<file path="src/rtl/cpu_hazard_scoreboard_if.sv">
// Decode-slot / hazard-control bundle between cpu_decode and the hazard scoreboard.
// The decoder drives the selects and issue info; the scoreboard returns the interlock and forwarding controls.
interface cpu_hazard_scoreboard_if #(
  parameter int REGISTER_BITS = 8,
  parameter int COUNT_BITS    = 16
);
  logic [REGISTER_BITS-1:0] regA_sel;
  logic [REGISTER_BITS-1:0] regB_sel;
  logic                     issue_valid;
  logic                     issue_wr;
  logic [REGISTER_BITS-1:0] issue_dest;
  logic                     issue_is_load;
  logic                     flush;
  logic                     mem_ready;
  logic                     stall;
  logic                     freeze;
  logic [1:0]               fwdA_sel;
  logic [1:0]               fwdB_sel;
  logic [COUNT_BITS-1:0]    stall_count;
  logic                     mem_wait;

  modport master (
    output regA_sel, regB_sel, issue_valid, issue_wr, issue_dest, issue_is_load, flush, mem_ready,
    input  stall, freeze, fwdA_sel, fwdB_sel, stall_count, mem_wait
  );

  modport slave (
    input  regA_sel, regB_sel, issue_valid, issue_wr, issue_dest, issue_is_load, flush, mem_ready,
    output stall, freeze, fwdA_sel, fwdB_sel, stall_count, mem_wait
  );
endinterface

</file>
<file path="src/rtl/cpu_hazard_scoreboard.sv">
// Tracks register writes in execute/memory/writeback and derives forwarding selects,
// load-use stall, memory-wait freeze and a saturating stall-cycle counter.
module cpu_hazard_scoreboard #(
  parameter int REGISTER_BITS = 8,
  parameter int COUNT_BITS    = 16
) (
  input logic                    CLK,
  input logic                    RSTb,
  cpu_hazard_scoreboard_if.slave bus
);

  typedef enum logic {RUN, WAIT_MEM} state_t;

  state_t state_reg, state_next;

  // Slot index 0 = execute, 1 = memory, 2 = writeback.
  logic [2:0]               valid_reg, valid_next;
  logic [2:0]               load_reg, load_next;
  logic [REGISTER_BITS-1:0] dest_reg [3];
  logic [REGISTER_BITS-1:0] dest_next [3];
  logic [COUNT_BITS-1:0]    count_reg, count_next;

  logic [2:0]               match_a, match_b;
  logic                     hazard, freeze, stall;
  logic                     entry_valid, entry_load;
  logic [REGISTER_BITS-1:0] entry_dest;

  genvar gi;
  generate
    for (gi = 0; gi < 3; gi++) begin : g_match
      assign match_a[gi] = valid_reg[gi] && (dest_reg[gi] == bus.regA_sel) && (bus.regA_sel != '0);
      assign match_b[gi] = valid_reg[gi] && (dest_reg[gi] == bus.regB_sel) && (bus.regB_sel != '0);
    end
  endgenerate

  // A load still in execute has no data yet, so it can only interlock, never forward.
  function automatic logic [1:0] fwd_sel(input logic [2:0] m, input logic s1_load);
    if (m[0] && !s1_load) return 2'd1;
    else if (m[1])        return 2'd2;
    else if (m[2])        return 2'd3;
    else                  return 2'd0;
  endfunction

  assign hazard = load_reg[0] && (match_a[0] || match_b[0]);
  assign freeze = valid_reg[1] && load_reg[1] && !bus.mem_ready;
  assign stall  = hazard && !bus.flush && !freeze;

  assign entry_valid = bus.issue_valid && bus.issue_wr && !bus.flush && !stall;
  assign entry_dest  = entry_valid ? bus.issue_dest : '0;
  assign entry_load  = entry_valid && bus.issue_is_load;

  always_comb begin
    valid_next = valid_reg;
    load_next  = load_reg;
    dest_next  = dest_reg;
    if (!freeze) begin
      valid_next   = {valid_reg[1:0], entry_valid};
      load_next    = {load_reg[1:0], entry_load};
      dest_next[0] = entry_dest;
      dest_next[1] = dest_reg[0];
      dest_next[2] = dest_reg[1];
    end
  end

  always_comb begin
    count_next = count_reg;
    if ((stall || freeze) && (count_reg != '1))
      count_next = count_reg + {{(COUNT_BITS-1){1'b0}}, 1'b1};
  end

  always_comb begin
    state_next = state_reg;
    case (state_reg)
      RUN:      if (freeze)        state_next = WAIT_MEM;
      WAIT_MEM: if (bus.mem_ready) state_next = RUN;
      default:                     state_next = RUN;
    endcase
  end

  always_ff @(posedge CLK or negedge RSTb) begin
    if (!RSTb) begin
      state_reg <= RUN;
      valid_reg <= '0;
      load_reg  <= '0;
      count_reg <= '0;
    end else begin
      state_reg <= state_next;
      valid_reg <= valid_next;
      load_reg  <= load_next;
      count_reg <= count_next;
    end
  end

  generate
    for (gi = 0; gi < 3; gi++) begin : g_dest
      always_ff @(posedge CLK or negedge RSTb) begin
        if (!RSTb) dest_reg[gi] <= '0;
        else       dest_reg[gi] <= dest_next[gi];
      end
    end
  endgenerate

  assign bus.stall       = stall;
  assign bus.freeze      = freeze;
  assign bus.fwdA_sel    = fwd_sel(match_a, load_reg[0]);
  assign bus.fwdB_sel    = fwd_sel(match_b, load_reg[0]);
  assign bus.stall_count = count_reg;
  assign bus.mem_wait    = (state_reg == WAIT_MEM);

endmodule

</file>
<file path="src/flat_wrapper.sv">
// flat-port wrapper written by rule: the top's interface ports become plain ports
module cpu_hazard_scoreboard_flat 
#(
  parameter int REGISTER_BITS = 8,
  parameter int COUNT_BITS    = 16
)
  (CLK, RSTb, bus_regA_sel, bus_regB_sel, bus_issue_valid, bus_issue_wr, bus_issue_dest, bus_issue_is_load, bus_flush, bus_mem_ready, bus_stall, bus_freeze, bus_fwdA_sel, bus_fwdB_sel, bus_stall_count, bus_mem_wait);
  cpu_hazard_scoreboard_if #(.REGISTER_BITS(REGISTER_BITS), .COUNT_BITS(COUNT_BITS)) bus_i ();
  input logic CLK;
  input logic RSTb;
  input wire logic [$bits(bus_i.regA_sel)-1:0] bus_regA_sel;
  input wire logic [$bits(bus_i.regB_sel)-1:0] bus_regB_sel;
  input wire logic [$bits(bus_i.issue_valid)-1:0] bus_issue_valid;
  input wire logic [$bits(bus_i.issue_wr)-1:0] bus_issue_wr;
  input wire logic [$bits(bus_i.issue_dest)-1:0] bus_issue_dest;
  input wire logic [$bits(bus_i.issue_is_load)-1:0] bus_issue_is_load;
  input wire logic [$bits(bus_i.flush)-1:0] bus_flush;
  input wire logic [$bits(bus_i.mem_ready)-1:0] bus_mem_ready;
  output wire logic [$bits(bus_i.stall)-1:0] bus_stall;
  output wire logic [$bits(bus_i.freeze)-1:0] bus_freeze;
  output wire logic [$bits(bus_i.fwdA_sel)-1:0] bus_fwdA_sel;
  output wire logic [$bits(bus_i.fwdB_sel)-1:0] bus_fwdB_sel;
  output wire logic [$bits(bus_i.stall_count)-1:0] bus_stall_count;
  output wire logic [$bits(bus_i.mem_wait)-1:0] bus_mem_wait;
  assign bus_i.regA_sel = bus_regA_sel;
  assign bus_i.regB_sel = bus_regB_sel;
  assign bus_i.issue_valid = bus_issue_valid;
  assign bus_i.issue_wr = bus_issue_wr;
  assign bus_i.issue_dest = bus_issue_dest;
  assign bus_i.issue_is_load = bus_issue_is_load;
  assign bus_i.flush = bus_flush;
  assign bus_i.mem_ready = bus_mem_ready;
  assign bus_stall = bus_i.stall;
  assign bus_freeze = bus_i.freeze;
  assign bus_fwdA_sel = bus_i.fwdA_sel;
  assign bus_fwdB_sel = bus_i.fwdB_sel;
  assign bus_stall_count = bus_i.stall_count;
  assign bus_mem_wait = bus_i.mem_wait;
  cpu_hazard_scoreboard #(.REGISTER_BITS(REGISTER_BITS), .COUNT_BITS(COUNT_BITS)) u_core (.CLK(CLK), .RSTb(RSTb), .bus(bus_i));
endmodule
</file>
<file path="config.mk">
export PLATFORM = sky130hd
export DESIGN_NAME = cpu_hazard_scoreboard_flat
export DESIGN_NICKNAME = d
export VERILOG_FILES = /design/src/rtl/cpu_hazard_scoreboard_if.sv /design/src/rtl/cpu_hazard_scoreboard.sv /design/src/flat_wrapper.sv
export SDC_FILE = /design/constraint.sdc
export NUM_CORES = 1
export LEC_CHECK = 0
export ABC_AREA = 1
export CORE_UTILIZATION = 31
export DETAILED_ROUTE_END_ITERATION = 8
export PLACE_DENSITY_LB_ADDON = 0.25
export SLEW_MARGIN = 10
export SYNTH_ARGS = -nofsm -noshare
export SYNTH_HDL_FRONTEND = slang
export SYNTH_SLANG_ARGS = --single-unit
</file>
<file path="constraint.sdc">
create_clock -name CLK -period 4.5 [get_ports CLK]
set_input_delay 0.9 -clock CLK [delete_from_list [all_inputs] [get_ports CLK]]
set_output_delay 0.9 -clock CLK [all_outputs]
set_load 0.1 [all_outputs]
</file>
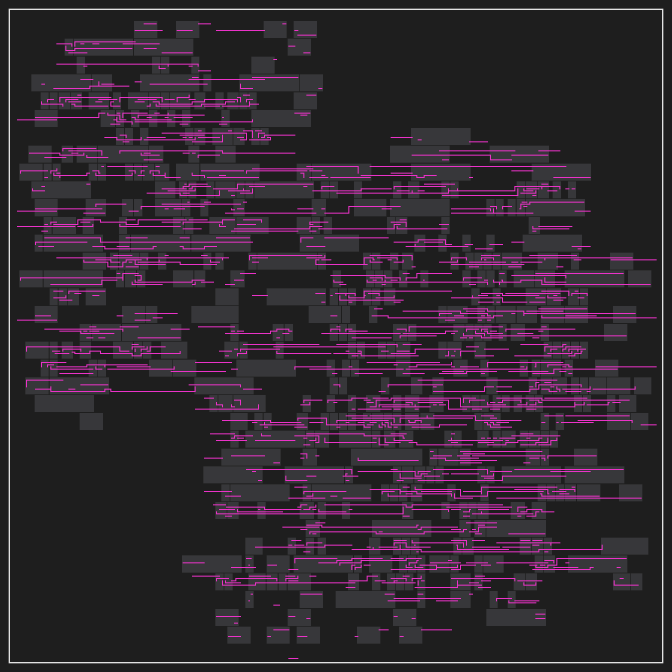
(met1 routing)
Cells faint in the background.
wire length on this layer	3790 um
longest straight run	29.9 um
met1 Use GR: 23.9%
final WL: 7.98 mm
routed vias: 2836

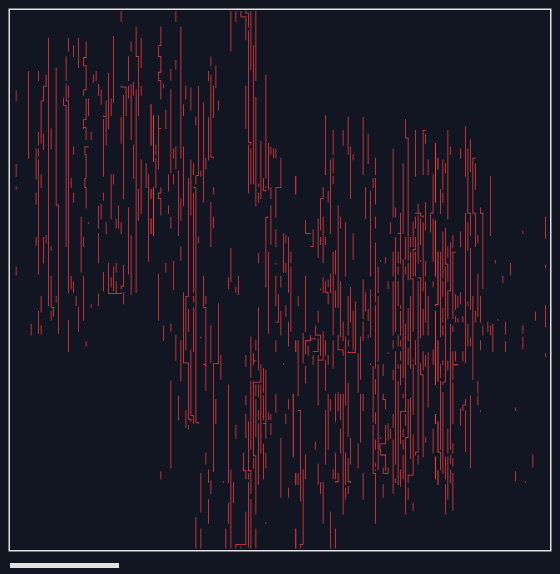
(signal wires on met2)
Bar = 20 um.
share of all routed wire	46%
main direction	vertical
longest straight run	49.3 um
M2 GR Usage: 27.6%

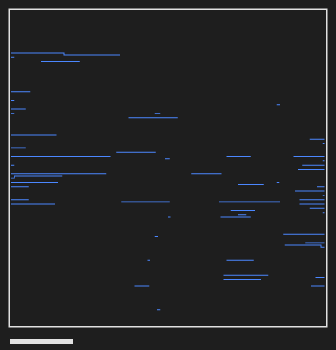
(M3 wires)
Bar = 20 um.
nets with wire on the layer	50
share of all routed wire	5.5%
main direction	horizontal
wire length on this layer	439 um
longest straight run	31.1 um
M3 GR Usage: 3.72%

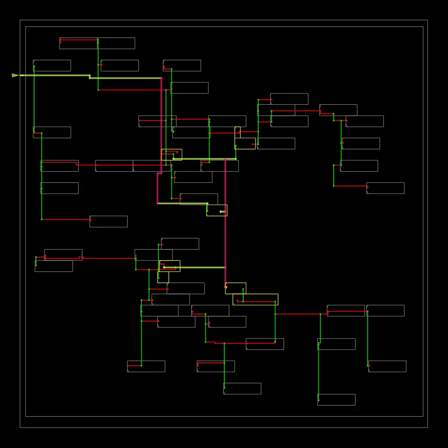
(the clock network)
Clk power: 0.313 mW
clock skew: 13.3 ps
clkbuf count: 6
clock sinks: 46

==> run summary <==
fresh numbers from the pnr run: syn avg cell area 6.94 um^2, ant diodes 0, detailed-route DRC error count 0, FFs w/ async S/R, synth 100%, Final Cycle Share 80.7%, per-cell routed wire length 13.1 um, total power 0.888 mW, Max H-tree Level 2, Worst Setup SP bus_regB_sel[3], Max IR drop VDD 0.148 mV, IO Port Bufs 53, clock slew at reported path FFs 90 ps, final cell count without fillers 607, Comb. pwr 0.139 mW, Top pwr grp registers, area delta synth->final 26.3%, Setup CP Type in2out, bufs w/o clock 56, Late-Pin Clk Latency 300 ps, Die Y-Extent 99.5 um, mi-comb count 317, antenna viol nets, final 0, yosys adder share 0.424%, P_int 0.643 mW, crit path cell chain clkdlybuf4s50_1 > inv_2 > nand2_1 > nand2_1 > clkinv_1 > nand2_1 > nor2_1 > nand3_1 > nand2_1 > nand2_2 > nor2_1 > buf_12, top cell category logic gates, RSZ-0062 raised after global routing no, max_cap viols 0, DIE AREA 9910 um^2, I/O pins 54, post-cts repair resize count 0, Final Net Count 509, worst rel slew slack 35.0%, combinational share of cell area 41.7%, area of the core 9240 um^2, setup_tns 0 ps, Mux cell area share 0%, fp util 31.9%, std cell rows 35, Post-synth EDFFs 0, crit-path most repeated cell nand2_1, RR Startpoint u_core.dest_reg[20]$_DFFE_PN0N_, Logic cell area 1550 um^2, CP Launch Type input port, XOR/XNOR Area Share 8.32%, Max Slew Vio Count 0, post-layout util 40.3%, Top Layer Used met4, post-CTS setup buffer count 0, compound-gate portion of the synthesized area 6.41%, Mapped Cells 425, r2r setup slk 2540 ps, Post-synth area hogs dfrtp_1 (39%), nand2_1 (20%), xor2_1 (5.9%), inv_1 (5.3%), nand3_1 (4.9%), status finished clean, Clk pwr share 35.3%
Power and IR drop assume default switching activity.
